--- config.mk ---
export PLATFORM = sky130hd
export DESIGN_NAME = tdc_therm_encoder_flat
export DESIGN_NICKNAME = d
export VERILOG_FILES = /design/src/rtl/tdc_pkg.sv /design/src/rtl/tdc_therm_encoder_if.sv /design/src/rtl/tdc_ts_fifo.sv /design/src/rtl/tdc_therm_encoder.sv /design/src/flat_wrapper.sv
export SDC_FILE = /design/constraint.sdc
export NUM_CORES = 1
export LEC_CHECK = 0
export CORE_MARGIN = 1.5
export CORE_UTILIZATION = 40
export CTS_BUF_LIST = sky130_fd_sc_hd__clkbuf_4 sky130_fd_sc_hd__clkbuf_8
export DETAILED_ROUTE_END_ITERATION = 7
export PLACE_DENSITY = 0.64
export RECOVER_POWER = 100
export SLEW_MARGIN = 20
export SYNTH_ARGS = -nofsm -noshare
export SYNTH_HDL_FRONTEND = slang
export SYNTH_SLANG_ARGS = --single-unit
--- constraint.sdc ---
create_clock -name clk -period 10.05 [get_ports clk]
set_clock_uncertainty 0.1 [all_clocks]
set_input_delay 3.015 -clock clk [delete_from_list [all_inputs] [get_ports clk]]
set_output_delay 3.015 -clock clk [all_outputs]
set_load 0.01 [all_outputs]
--- src/rtl/tdc_pkg.sv ---
// Shared TDC types and helpers: tap/fine-width derivation, timestamp record, popcount.
package tdc_pkg;

   localparam int MAX_TAPS = 1024;

   function automatic int taps_of(input int stages);
      return 4 * stages;
   endfunction

   function automatic int fine_w(input int taps);
      return $clog2(taps + 1);
   endfunction

   localparam int STAGES_DEF   = 40;
   localparam int COARSE_W_DEF = 16;
   localparam int TAPS_DEF     = taps_of(STAGES_DEF);
   localparam int FINE_W_DEF   = fine_w(TAPS_DEF);

   typedef struct packed {
      logic [COARSE_W_DEF-1:0] coarse;
      logic [FINE_W_DEF-1:0]   fine;
      logic                    flag;
   } ts_t;

   // Narrower thermometers are zero-extended by the caller.
   function automatic int popcount(input logic [MAX_TAPS-1:0] v);
      int c;
      c = 0;
      for (int i = 0; i < MAX_TAPS; i++) c = c + 32'(v[i]);
      return c;
   endfunction

endpackage

--- src/rtl/tdc_therm_encoder_if.sv ---
// Sample-in / timestamp-out handshake bundle of the thermometer encoder.
interface tdc_therm_encoder_if #(
   parameter int TAPS = 160,
   parameter int TS_W = 24
);
   logic [TAPS-1:0] therm_in;
   logic            hit;
   logic            ts_ready;
   logic            ts_valid;
   logic [TS_W-1:0] ts_data;
   logic            ts_flag;

   modport master (output therm_in, hit, ts_ready, input ts_valid, ts_data, ts_flag);
   modport slave  (input therm_in, hit, ts_ready, output ts_valid, ts_data, ts_flag);
endinterface

--- src/rtl/tdc_ts_fifo.sv ---
// Timestamp FIFO: drops pushes when full unless a pop frees a slot in the same cycle.
module tdc_ts_fifo #(
   parameter int DW    = 25,
   parameter int DEPTH = 4,
   localparam int AW   = $clog2(DEPTH),
   localparam int LW   = AW + 1
) (
   input  logic          clk,
   input  logic          reset,
   input  logic          push,
   input  logic [DW-1:0] wdata,
   input  logic          ready,
   output logic          valid,
   output logic [DW-1:0] rdata,
   output logic [LW-1:0] level,
   output logic          drop
);
   logic [DW-1:0] mem [DEPTH];
   logic [AW-1:0] wp, rp;
   logic          full, empty, pop, wr;

   assign empty = (level == '0);
   assign full  = (level == LW'(DEPTH));
   assign valid = !empty;
   assign pop   = valid && ready;
   assign wr    = push && (!full || pop);
   assign drop  = push && full && !pop;
   // Gated so the data port reads zero whenever nothing is held.
   assign rdata = empty ? '0 : mem[rp];

   always_ff @(posedge clk) begin
      if (wr) mem[wp] <= wdata;
   end

   always_ff @(posedge clk or negedge reset) begin
      if (!reset) begin
         wp    <= '0;
         rp    <= '0;
         level <= '0;
      end else begin
         if (wr)  wp <= wp + 1'b1;
         if (pop) rp <= rp + 1'b1;
         level <= level + LW'(wr) - LW'(pop);
      end
   end
endmodule

--- src/rtl/tdc_therm_encoder.sv ---
// TDC thermometer-to-timestamp encoder; define TDC_BUBBLE_FILTER_EN for the 3-tap majority filter.
module tdc_therm_encoder
   import tdc_pkg::*;
#(
   parameter int STAGES     = 40,
   parameter int COARSE_W   = 16,
   parameter int FIFO_DEPTH = 4,
   localparam int TAPS      = taps_of(STAGES),
   localparam int FINE_W    = fine_w(TAPS),
   localparam int LVL_W     = $clog2(FIFO_DEPTH) + 1
) (
   input  logic                 clk,
   input  logic                 reset,
   tdc_therm_encoder_if.slave   bus,
   input  logic                 clr_ovf,
   output logic                 overflow,
   output logic [LVL_W-1:0]     fifo_level
);
   typedef struct packed {
      logic [COARSE_W-1:0] coarse;
      logic [FINE_W-1:0]   fine;
      logic                flag;
   } entry_t;

   logic [COARSE_W-1:0] coarse, s1_coarse, s2_coarse;
   logic [TAPS-1:0]     s1_therm, s2_therm, filt;
   logic [1:0]          vld_pipe;
   logic [FINE_W-1:0]   fine;
   entry_t              push_ent, head;
   logic                drop;

`ifdef TDC_BUBBLE_FILTER_EN
   logic [TAPS-1:0] lo, hi;
   // Missing neighbours look like a settled thermometer: 1 below tap 0, 0 above the top.
   assign lo   = {s1_therm[TAPS-2:0], 1'b1};
   assign hi   = {1'b0, s1_therm[TAPS-1:1]};
   assign filt = (lo & s1_therm) | (lo & hi) | (s1_therm & hi);
`else
   assign filt = s1_therm;
`endif

   always_ff @(posedge clk or negedge reset) begin
      if (!reset) begin
         coarse    <= '0;
         vld_pipe  <= '0;
         s1_therm  <= '0;
         s1_coarse <= '0;
         s2_therm  <= '0;
         s2_coarse <= '0;
         overflow  <= 1'b0;
      end else begin
         coarse   <= coarse + 1'b1;
         vld_pipe <= {vld_pipe[0], bus.hit};
         if (bus.hit) begin
            s1_therm  <= bus.therm_in;
            s1_coarse <= coarse;
         end
         if (vld_pipe[0]) begin
            s2_therm  <= filt;
            s2_coarse <= s1_coarse;
         end
         if (drop)         overflow <= 1'b1;
         else if (clr_ovf) overflow <= 1'b0;
      end
   end

   // Stage 3 is combinational into the FIFO write port.
   assign fine            = FINE_W'(popcount(MAX_TAPS'(s2_therm)));
   assign push_ent.coarse = s2_coarse;
   assign push_ent.fine   = fine;
   assign push_ent.flag   = (fine == '0) || (fine == FINE_W'(TAPS));

   tdc_ts_fifo #(.DW($bits(entry_t)), .DEPTH(FIFO_DEPTH)) u_fifo (
      .clk   (clk),
      .reset (reset),
      .push  (vld_pipe[1]),
      .wdata (push_ent),
      .ready (bus.ts_ready),
      .valid (bus.ts_valid),
      .rdata (head),
      .level (fifo_level),
      .drop  (drop)
   );

   assign bus.ts_data = {head.coarse, head.fine};
   assign bus.ts_flag = head.flag;
endmodule

--- src/flat_wrapper.sv ---
// flat-port wrapper written by rule: the top's interface ports become plain ports
module tdc_therm_encoder_flat import tdc_pkg::*;
#(
   parameter int STAGES     = 40,
   parameter int COARSE_W   = 16,
   parameter int FIFO_DEPTH = 4,
   localparam int TAPS      = taps_of(STAGES),
   localparam int FINE_W    = fine_w(TAPS),
   localparam int LVL_W     = $clog2(FIFO_DEPTH) + 1
)
  (clk, reset, clr_ovf, overflow, fifo_level, bus_therm_in, bus_hit, bus_ts_ready, bus_ts_valid, bus_ts_data, bus_ts_flag);
  tdc_therm_encoder_if #(.TAPS(160), .TS_W(24)) bus_i ();
  input  logic clk;
  input  logic reset;
  input  logic clr_ovf;
  output logic overflow;
  output logic [LVL_W-1:0] fifo_level;
  input wire logic [$bits(bus_i.therm_in)-1:0] bus_therm_in;
  input wire logic [$bits(bus_i.hit)-1:0] bus_hit;
  input wire logic [$bits(bus_i.ts_ready)-1:0] bus_ts_ready;
  output wire logic [$bits(bus_i.ts_valid)-1:0] bus_ts_valid;
  output wire logic [$bits(bus_i.ts_data)-1:0] bus_ts_data;
  output wire logic [$bits(bus_i.ts_flag)-1:0] bus_ts_flag;
  assign bus_i.therm_in = bus_therm_in;
  assign bus_i.hit = bus_hit;
  assign bus_i.ts_ready = bus_ts_ready;
  assign bus_ts_valid = bus_i.ts_valid;
  assign bus_ts_data = bus_i.ts_data;
  assign bus_ts_flag = bus_i.ts_flag;
  tdc_therm_encoder #(.STAGES(STAGES), .COARSE_W(COARSE_W), .FIFO_DEPTH(FIFO_DEPTH)) u_core (.clk(clk), .reset(reset), .bus(bus_i), .clr_ovf(clr_ovf), .overflow(overflow), .fifo_level(fifo_level));
endmodule
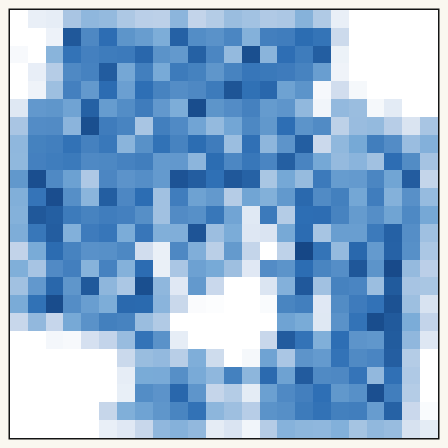
Fig. 1. Placement density heat map (run 1).
24 x 24 tiles, from white (low) to dark blue (high), 0 to 100% covered.
tiles over 75% full	12%
nearly empty tiles	14%
mean over tiles	45%
fullest tile	91%

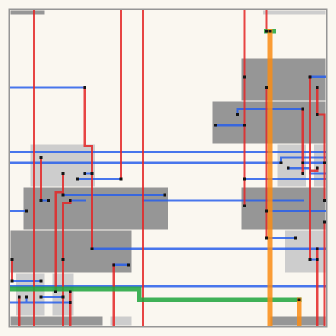
Fig. 2. A small window of the routed layout (run 1).
Region (168, 168) to (188, 188) µm. Cells in grey, sequential cells in the stronger grey; small squares are vias.
colour	layer
green	M3
orange	M4
blue	M1
red	M2
most frequent	dfrtp_1 (5)
netlist names of flops here include	u_core.filt (3), u_core.s2_therm (2)
cells with their middle in the window	11
sequential cells in the window	5

==> results.txt, run 1 <==
run results: Antenna Violating Nets Remaining=0, Area after DPL=between 20,000 and 25,000 µm², crit-path max FO=5, # clk buffers=between 100 and 150, vias in the first global route=between 10k and 15k, fraction of layout cells with a size suffix above 1=24.1%, Layout area overhead=20.2%, fmax=between 100 and 150 MHz, global-route wire length before repair=approximately 71 mm, CTS Buf Count=83, CTS tree=built, required time worst endpoint=~10,000 ps, M1 wire length=~20 mm, Synth Cell Area=around 22,000 µm², most frequent cell after synthesis=dfrtp_1, final worst hold slack=between 300 and 400 ps, initial antenna violation count=6, port bufs=around 190, Synth Area in Compound Gates=2.53%, setup bufs post-CTS=0, DR WL met3=between 1.5 and 2 mm, nonclk buf count=about 200, multi-input logic portion of the cell area=a little under a third, Final Hold Vio Count=0, count of final setup violators=0, area fraction in mux cells=about 16%, top cells by area=dfrtp_1 (43%), edfxtp_1 (14%), mux2_2 (14%), clk tree area frac=6.87%, Slew Viols, Final=668, post-synthesis adder-cell area fraction=between 10% and 20%, Total Routed Length=between 40 and 50 mm, global route total overflow=0, R2R setup slack=about 1400 ps, sequential cell count=between 400 and 500, # nets final=~2.1k, global-route track usage on met1=21.6%, DPL Wire Length=about 31 mm, First DRT Iteration DRCs=around 560, Sequential Area=12,500 µm², Synth top area share=between 40% and 50%, non-clk buf share=between 7 and 8%, status=finished, violations left, clock slew at reported path FFs=70 ps, Slew @ Worst Pin=between 5000 and 6000 ps, post-CTS resize count=0, max_slew headroom=-295%, Seq/total area=approximately 47%, largest net degree at the start of global routing=approximately 140, Max-cap violations=11, Net Count, Synth=roughly 1.9k, die width=approximately 240 µm, setup TNS=0 ps, Hold Path Class=reg -> reg, antenna fix cells=2, Top logic family=multiplexers, DRC viols=0, violated checks=capacitance limit, slew limit
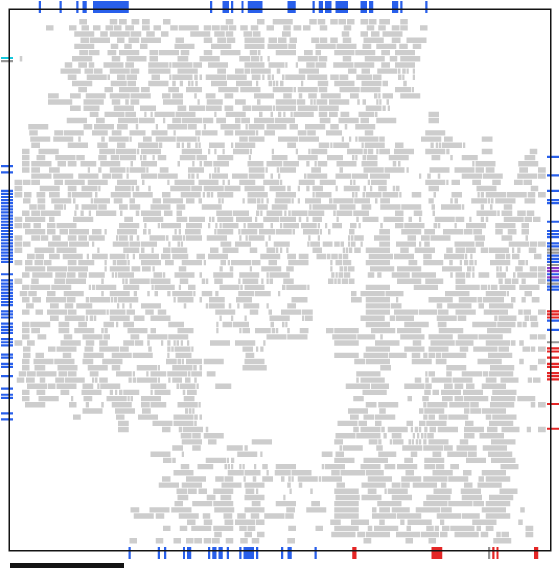
Fig. 3. I/O pins on the die edge (run 1).
The bar under the picture is 50 µm long. Pins as bars across the die edge, other pins in grey.
colour	port	pins	direction	edge
cyan	clk	1	input	west
blue	bus_therm_in	160	input	61 north, 56 west, 23 south, 20 east
purple	fifo_level	3	output	east
red	bus_ts_data	24	output	13 east, 11 south
all pins by edge	61 north, 58 west, 41 east, 35 south

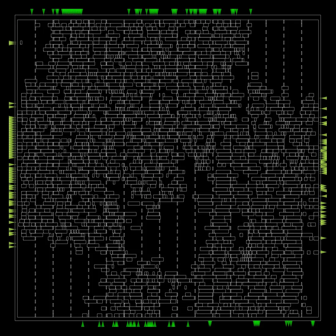
Fig. 4. Cell outlines without signal wires (run 1).
post-layout util: 48.9%
Row Count: 85
well tap count: 696
# fillers: 4,702

-- run 1: worst paths after layout --
path / from / to / cells after the start
setup / recovery: u_core.s2_therm[1]$_DFFE_PN0P_ / u_core.u_fifo.mem[3][0]$_DFFE_PP_ / 21
hold / removal: u_core.filt[53]$_DFFE_PN0P_ / u_core.s2_therm[53]$_DFFE_PN0P_ / 2
setup reg to reg: u_core.s2_therm[1]$_DFFE_PN0P_ / u_core.u_fifo.mem[3][0]$_DFFE_PP_ / 21
hold reg to reg: u_core.filt[53]$_DFFE_PN0P_ / u_core.s2_therm[53]$_DFFE_PN0P_ / 2
max in group asynchronous: reset / u_core.s1_coarse[0]$_DFFE_PN0P_ / 2
min in group asynchronous: reset / u_core.filt[137]$_DFFE_PN0P_ / 1
-- run 1: worst max-delay path, delay by kind of cell (launching register included) --
family	cells	cell delay [ps]
buffers and inverters	3	200
AOI/OAI and AO/OA	2	610
xor gates and xnor gates	1	170
adders and majority gates	13	6100
and+or+nand+nor	2	850
DFF	1	390
-- run 1: layout by cell type, fill, tap and decap left out, drive strengths merged, types with 2 or more instances in the layout --
master / synthesis / routed
o21bai: 2 / 2
clkdlybuf4s50: 0 / 162
edfxtp: 100 / 100
xor2: 8 / 8
and4: 2 / 2
nand3: 10 / 10
buf: 34 / 3
nand2: 95 / 95
clkinv: 0 / 15
nand2b: 2 / 2
clkinvlp: 0 / 4
mux2: 266 / 266
a211oi: 2 / 2
nor2: 11 / 11
clkbuf: 25 / 140
mux4: 25 / 25
inv: 250 / 252
bufinv: 0 / 3
o21ai: 89 / 89
fa: 148 / 148
and2: 31 / 31
diode: 0 / 2
dlygate4sd3: 0 / 30
a21oi: 4 / 4
ha: 30 / 30
xnor2: 15 / 15
dfrtp: 378 / 378
a2111oi: 2 / 2
Fig. 5: run 1, cell sizes after repair
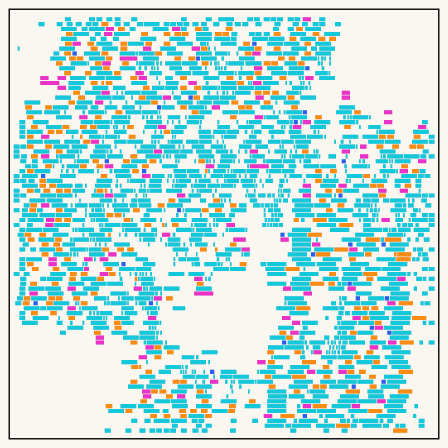

## Run 2: what changed since run 1
Settings changed: CTS_BUF_LIST sky130_fd_sc_hd__clkbuf_4 sky130_fd_sc_hd__clkbuf_8 to sky130_fd_sc_hd__clkbuf_8.
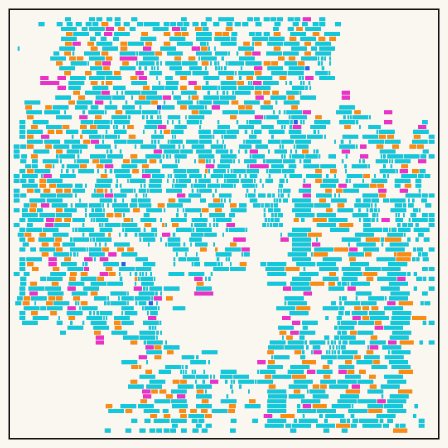
Fig. 6. Cell sizes after repair (run 2).
colour	size	cells	share
cyan	x1 and smaller	1,422	77%
magenta	x6 and larger	110	6.0%
orange	x2	303	16%
blue	x3 and x4	5	0.27%
Layout area overhead: 19.7%
final worst slack: 1420 ps

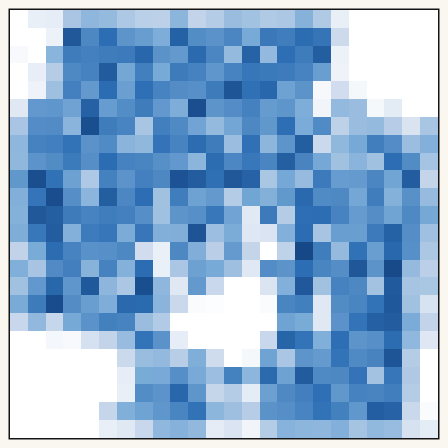
Fig. 7. Placement density heat map (run 2).
24 x 24 tiles, from white (low) to dark blue (high), 0 to 100% covered.
nearly empty tiles	14%
tiles over 75% full	12%
mean over tiles	45%
fullest tile	91%

==> run 2 against run 1 <==
  * The flow still finishes with violations (capacitance limit, slew limit)
  * Worst hold slack got worse by 1.2 ps
  * Die size did not move
  * Critical path type unchanged
  * Non-clock buffer count unchanged
  * First-iteration DRC count increased by 14%
  * Cell area is 0.37% lower
  * Sequential share of layout area grew 0.17 points
  * Register-to-register slack is essentially flat
  * Routed wire length barely moved
  * Critical endpoint unchanged
  * Global-route usage hardly changed
==> results.txt, run 2 <==
run results: initial antenna violation count=6 (unchanged), vias in the first global route=13.1k (unchanged), status=finished, violations left, DRC viols=0 (unchanged), Slew Viols, Final=668 (unchanged), global-route wire length before repair=70.9 mm (unchanged), crit-path max FO=5 (unchanged), violated checks=capacitance limit, slew limit, antenna fix cells=2 (unchanged), # fillers=4,721 (+0.40%), Synth top area share=42.9% (unchanged), most instantiated logic cells after routing=dfrtp_1 (377), inv_1 (276), mux2_2 (266), Seq/total area=47.2% (+0.17 points), Net Count, Synth=1,883 (unchanged), HP Start=u_core.filt[53]$_DFFE_PN0P_, Max-cap violations=11 (unchanged), Total Routed Length=44.2 mm (about the same), CTS tree=built, clock slew at reported path FFs=70 ps (about the same), # nets final=2,115 (unchanged), RR Startpoint=u_core.s2_therm[1]$_DFFE_PN0P_, Bufs and invs on worst path=3 (unchanged), top cells by area=dfrtp_1 (43%), edfxtp_1 (14%), mux2_2 (14%), end of the worst hold path=u_core.s2_therm[53]$_DFFE_PN0P_, R2R setup slack=1420 ps (about the same), Slew @ Worst Pin=5940 ps (+17.3 ps), CTS Buf Count=83 (unchanged), count of final setup violators=0 (unchanged), post-layout util=48.7% (-0.18 points), fmax=116 MHz (+0.11%), port bufs=194 (unchanged), most frequent cell after synthesis=dfrtp_1, DPL Wire Length=30.7 mm (unchanged), non-clk buf share=7.65% (+0.028 points), largest net degree at the start of global routing=135 (unchanged), # clk buffers=103 (-20%), nonclk buf count=206 (unchanged), final worst hold slack=372 ps (-1.21 ps), max_slew headroom=-296% (-1.2 points), clk tree area frac=6.53% (-0.34 points), r2r endpoint=u_core.u_fifo.mem[3][0]$_DFFE_PP_, fraction of layout cells with a size suffix above 1=22.7% (-1.4 points), First DRT Iteration DRCs=636 (+14%), Final Hold Vio Count=0 (unchanged), multi-input logic portion of the cell area=31.7% (+0.12 points), Hold Path Class=reg -> reg
-- run 2: kinds of logic after synthesis --
| family | after synthesis | share of synthesized area [%] |
|---|---|---|
| DFF | 478 | 56.6 |
| buffers and inverters | 309 | 5.43 |
| and+or+nand+nor | 158 | 3.28 |
| adders and majority gates | 178 | 15.1 |
| AOI/OAI and AO/OA | 103 | 2.53 |
| muxes | 291 | 16.1 |
| xor gates and xnor gates | 23 | 0.914 |
-- run 2: how the worst max path moves through the flow --
stage,startpoint,endpoint,slack (ps)
finish,u_core.s2_therm[1]$_DFFE_PN0P_,u_core.u_fifo.mem[3][0]$_DFFE_PP_,1420
global route,reset,u_core.filt[128]$_DFFE_PN0P_,660
CTS,u_core.s2_therm[1]$_DFFE_PN0P_,u_core.u_fifo.mem[1][0]$_DFFE_PP_,1640
detailed placement,u_core.s2_therm[0]$_DFFE_PN0P_,u_core.u_fifo.mem[2][0]$_DFFE_PP_,1660
global placement,u_core.s2_therm[0]$_DFFE_PN0P_,u_core.u_fifo.mem[0][0]$_DFFE_PP_,1790
floorplan,u_core.s2_therm[0]$_DFFE_PN0P_,u_core.u_fifo.mem[0][0]$_DFFE_PP_,2080
-- run 2: per-layer routing --
layer / vias to the layer above / global-route usage [%] / routed length (µm)
met4: 6 / 5.33 / 1050
met3: 87 / 3.81 / 2050
met5: - / 0 / 45
met2: 238 / 26.5 / 21300
met1: 6107 / 21.6 / 19700
li1: 5513 / - / -
Fig. 8: run 2, cell outlines without signal wires
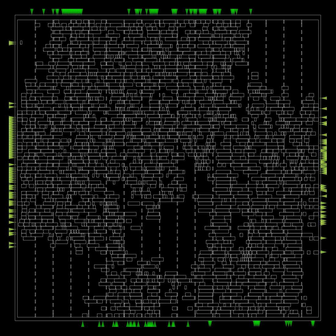

## Run 3: what changed since run 2
Settings changed: HOLD_SLACK_MARGIN from default to 0.12, SLEW_MARGIN 20 to 0.
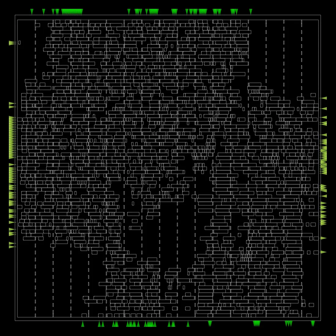
Fig. 9. Cell outlines without signal wires (run 3).
core area: 54,100 µm²
Seq/total area: 47.5%
sequential cell count: 478

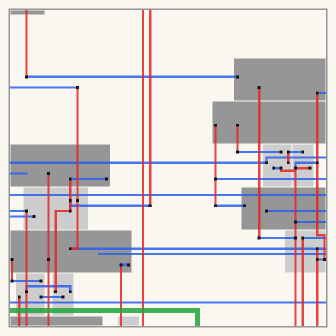
Fig. 10. A small window of the routed layout (run 3).
Region (168, 168) to (188, 188) µm. Cells in grey, sequential cells in the stronger grey; small squares are vias.
colour	layer
green	M3
blue	M1
red	M2
cells with their middle in the window	11
sequential cells in the window	5
netlist names of flops here include	u_core.filt (3), u_core.s2_therm (2)
most frequent	dfrtp_1 (5)

==> run 3 against run 2 <==
  * The run still ends with capacitance limit, slew limit left
  * Maximum frequency is 0.55% higher
  * Via count down 0.27%
  * Non-clock buffer count decreased by 1
  * Count of clock-buffer cells in the layout fell by 6
  * Largest cell class unchanged
  * Register-to-register slack improved by 50 ps
  * Global-route usage is 0.084 points lower
==> results.txt, run 3 <==
run results: tool warning count=35, clock slew at reported path FFs=60 ps (about the same), final worst slack=1470 ps (+47.3 ps), Final min period=between 8000 and 9000 ps, GRT met3 Usage=3.79% (-0.023 points), crit-path max FO=5 (unchanged), R2R setup slack=1470 ps (+50 ps), First DRT Iteration DRCs=683 (+7.4%), Worst Setup SP=u_core.s2_therm[1]$_DFFE_PN0P_, Slew @ Worst Pin=5930 ps (-6.95 ps), Final Hold Vio Count=0 (unchanged), Setup crit start kind=flop, vias in the first global route=13.1k (-0.15%), most frequent cell after synthesis=dfrtp_1, Synth top area share=42.9% (unchanged), htree depth=3, # fillers=4,717 (-0.085%), DRT Pass-1 Iters=5, Die Area=56,500 µm², initial antenna violation count=4 (-2), status=finished, violations left, fmax=116 MHz (+0.55%), CTS root buffer=clkbuf_8, largest net degree at the start of global routing=135 (unchanged), DPL Wire Length=30.8 mm (+0.44%), clk sinks=about 480, final worst hold slack=373 ps (+0.792 ps), count of final setup violators=0 (unchanged), global route hottest layer=met2, max_slew headroom=-295% (+0.46 points), violated checks=capacitance limit, slew limit, worst-case clock buffer depth=3, vias per std cell=approximately 4.7, Post-Synthesis Mean Instance Area=14.3 µm², DRC viols=0 (unchanged), global route total overflow=0, Slew Viols, Final=566 (-15%), Synth Cell Area=~22,000 µm², Layout area overhead=19.1%, post-CTS resize count=0, fp_density=40.7%, setup TNS=0 ps, Die H=about 240 µm, RR Startpoint=u_core.s2_therm[1]$_DFFE_PN0P_, global-route wire length before repair=70.5 mm (-0.55%), Net Count, Synth=1,883 (unchanged), Synth Instances=1,540, CP endpoint=u_core.u_fifo.mem[3][0]$_DFFE_PP_, CTS Buf Count=83 (unchanged), Total Routed Length=43.9 mm (-0.67%), fraction of registers with async set/reset=about 79%, most instantiated logic cells after routing=dfrtp_1 (378), inv_1 (278), mux2_2 (266), post-layout util=48.5% (-0.25 points), grt met2 use=26.4% (-0.080 points), Ys Warns=0, Post-synth top cells=dfrtp_1 (378), mux2_2 (266), inv_1 (250), port bufs=194 (unchanged), # nets final=2,114 (-0.047%), critical setup path kind=reg -> reg, Bufs and invs on worst path=3 (unchanged), setup bufs post-CTS=0, most used flip-flop cell=dfrtp_1, number of flops mapped to enable cells by yosys=100, dpl ws=between 1500 and 2000 ps, CTS tree=built, WL per Instance=about 17 µm, GRT Resource Usage Total=about 16%, top cells by area=dfrtp_1 (43%), edfxtp_1 (14%), mux2_2 (14%), r2r endpoint=u_core.u_fifo.mem[3][0]$_DFFE_PP_, die width=roughly 240 µm, global-route track usage on met1=21.6% (-0.056 points), Worst Setup End Kind=flop, Max-cap violations=9 (-2), fraction of layout cells with a size suffix above 1=22.3% (-0.45 points), Hold Path Class=reg -> reg, clk ins delay skew pair=between 600 and 700 ps, required time worst endpoint=10,350 ps
==> run 3: cell counts after synthesis <==
No cell type changed its count.
==> run 3: logic make-up after synthesis <==
family / share of synthesized area [%]
fa+ha+maj: 15.1
xor+xnor: 0.914
flops: 56.6
simple gates: 3.28
mux: 16.1
compound gates: 2.53
buf+inv: 5.43
==> run 3: area by class of cell <==
cell class	count	area, µm²	share of cell area (%)
clock inverter	49	275	1.05
inverter	250	938	3.57
clock buffer	97	1340	5.09
tap	696	871	3.32
multi-input combinational	753	8360	31.9
sequential	478	12500	47.5
timing repair buffer	205	2000	7.63
antenna	1	2.50	0.00953
==> run 3: how the worst min path moves through the flow <==
stage,from,endpoint,slack [ps]
after CTS,u_core.filt[71]$_DFFE_PN0P_,u_core.s2_therm[71]$_DFFE_PN0P_,380
final,u_core.vld_pipe[1]$_DFF_PN0_,u_core.overflow$_DFFE_PN0P_,370
after global routing,u_core.filt[71]$_DFFE_PN0P_,u_core.s2_therm[71]$_DFFE_PN0P_,410
after global placement,u_core.filt[71]$_DFFE_PN0P_,u_core.s2_therm[71]$_DFFE_PN0P_,370
after floorplan,u_core.vld_pipe[0]$_DFF_PN0_,u_core.vld_pipe[1]$_DFF_PN0_,250
after detailed placement,u_core.vld_pipe[1]$_DFF_PN0_,u_core.overflow$_DFFE_PN0P_,360
==> run 3: layer usage <==
layer  vias up  routed length [µm]
met5         -                  27
met4         4                1040
met3        84                1830
met2       232               21400
met1      6100               19600
li1       5499                   -
